Design pipe_stall_ctrl, sky130hd; sources not shown.
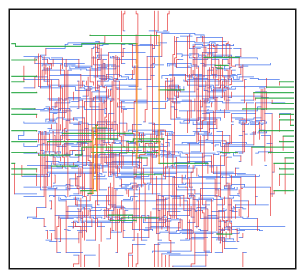
**Above:** routed metal, one color a layer.
(4 px per µm)
green -> met3  # wire length 403 µm
blue -> met1  # wire length 2430 µm
orange -> met4  # wire length 93.2 µm
red -> met2  # wire length 2510 µm
Total Routing Usage GR: 0.2402
Routed WL: 5433 µm

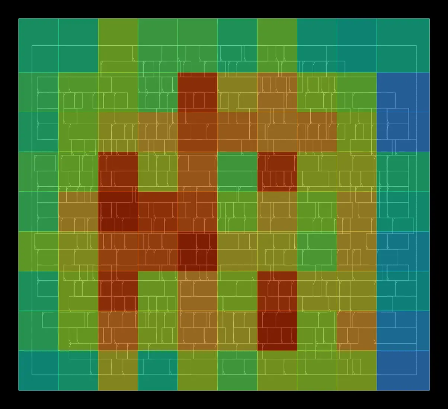
**Above:** track usage over the die.
met3 Track Usage GR: 0.07621
wire per inst: 14.84 µm

==> impl_metrics.json <==
{
  "status": "complete, no violations",
  "postPlaceCellArea_um2": 2731,
  "cp_common_cell": "clkdlybuf4s50_1",
  "dp_cells": 358,
  "area_growth_pct": 26.55,
  "syn-instance-count": 273,
  "dpl_worst_slack_ns": 0.6517,
  "ctsResizeCount": 0,
  "largest_area_cell": "dfxtp_1",
  "grt_start_max_net_pins": 28,
  "cts_buffers": 5,
  "clk_latency_ns": 0.30,
  "ys_ff": 41,
  "portBuffers": 50,
  "ys_chip_area_um2": 2238,
  "comb_area_um2": 1270,
  "required_ns": 3.12,
  "finalMaxSlewViolations": 0,
  "fmax_mhz": 308.0,
  "final_cell_area_um2": 2833,
  "final-clk-cell-share": 0.03578,
  "p_total_uw": 825.4,
  "seq_area_frac_synth": 0.3667,
  "fp_util": 0.5875,
  "cap_violations": 0,
  "finalHoldWorstSlack_ns": 0.4821,
  "slowest_delay_ns": 0.60,
  "final_net_count": 335,
  "grt_pass1_wl_um": 8783,
  "fp-row-count": 21,
  "buffers": 54,
  "synthDistinctLibCells": 47,
  "hold_viol": 0,
  "slowest_stage": "clkdlybuf4s50_1",
  "area_leaders": "dfxtp_1 37%, or3_1 6.1%, a21oi_1 5.8%",
  "final_cells": 366,
  "clockBufferCount": 7,
  "path_delay_family": "buffers and inverters",
  "min_period_ns": 3.246,
  "min_delay_path_depth": 1,
  "end_kind": "output port",
  "nFillCells": 284,
  "top_cells_by_count": "41 x dfxtp_1, 26 x a21oi_1, 24 x nor2_1, 22 x or3_1",
  "clockBufferDepth": 2,
  "dominant-cell-class": "combinational gates",
  "nonClkBufAreaFrac": 0.1873,
  "root_buffer": "clkbuf_8",
  "crit_cells": 5,
  "cp_max_fo": 7,
  "first_global_vias": 1969,
  "async_flop_share": 0,
  "antenna_found_initial": 0,
  "post_cts_buffers": 0,
  "diodes": 0,
  "htree_levels": 2,
  "tap_cells": 46,
  "fin_crit_sh": 0.8324,
  "die_x_um": 71.25,
  "synth_area_um2": 2238,
  "tool_warnings": 31,
  "flop_area_um2": 820.8,
  "io_pins": 53,
  "critical_path_class": "primary input to output port",
  "edf_count": 0,
  "cts_tree": "done",
  "lay_top_count": "clkdlybuf4s50_1",
  "drtIter0Drc": 158,
  "irDropWorstVdd_mv": 0.2088,
  "synth_warnings": 0
}
[cell families after synthesis]
logic type,after synthesis,share of synthesized area
AND-OR/OR-AND,69,0.1968
XOR/XNOR,8,0.03130
adder cells (fa/ha/maj),8,0.04472
buffers and inverters,30,0.06763
flip-flops,41,0.3667
multiplexers,4,0.01900
other,1,0.001675
AND/OR/NAND/NOR,112,0.2722
[layer usage]
layer  GRT usage  share of wire  vias to the layer above
met2      0.3785           0.46                       78
met4     0.09198          0.017                        0
met3     0.07621          0.074                       10
li1            -              -                     1089
met1      0.3058           0.45                     1056
met5           0              0                        -
[power breakdown]
part	switching [mW]	internal (mW)	leakage, nW
registers	0.00583	0.424	0.331
clock network	0.152	0.160	0.0542
logic	0.0459	0.0375	0.523
Power is estimated from default activity; no workload was simulated.
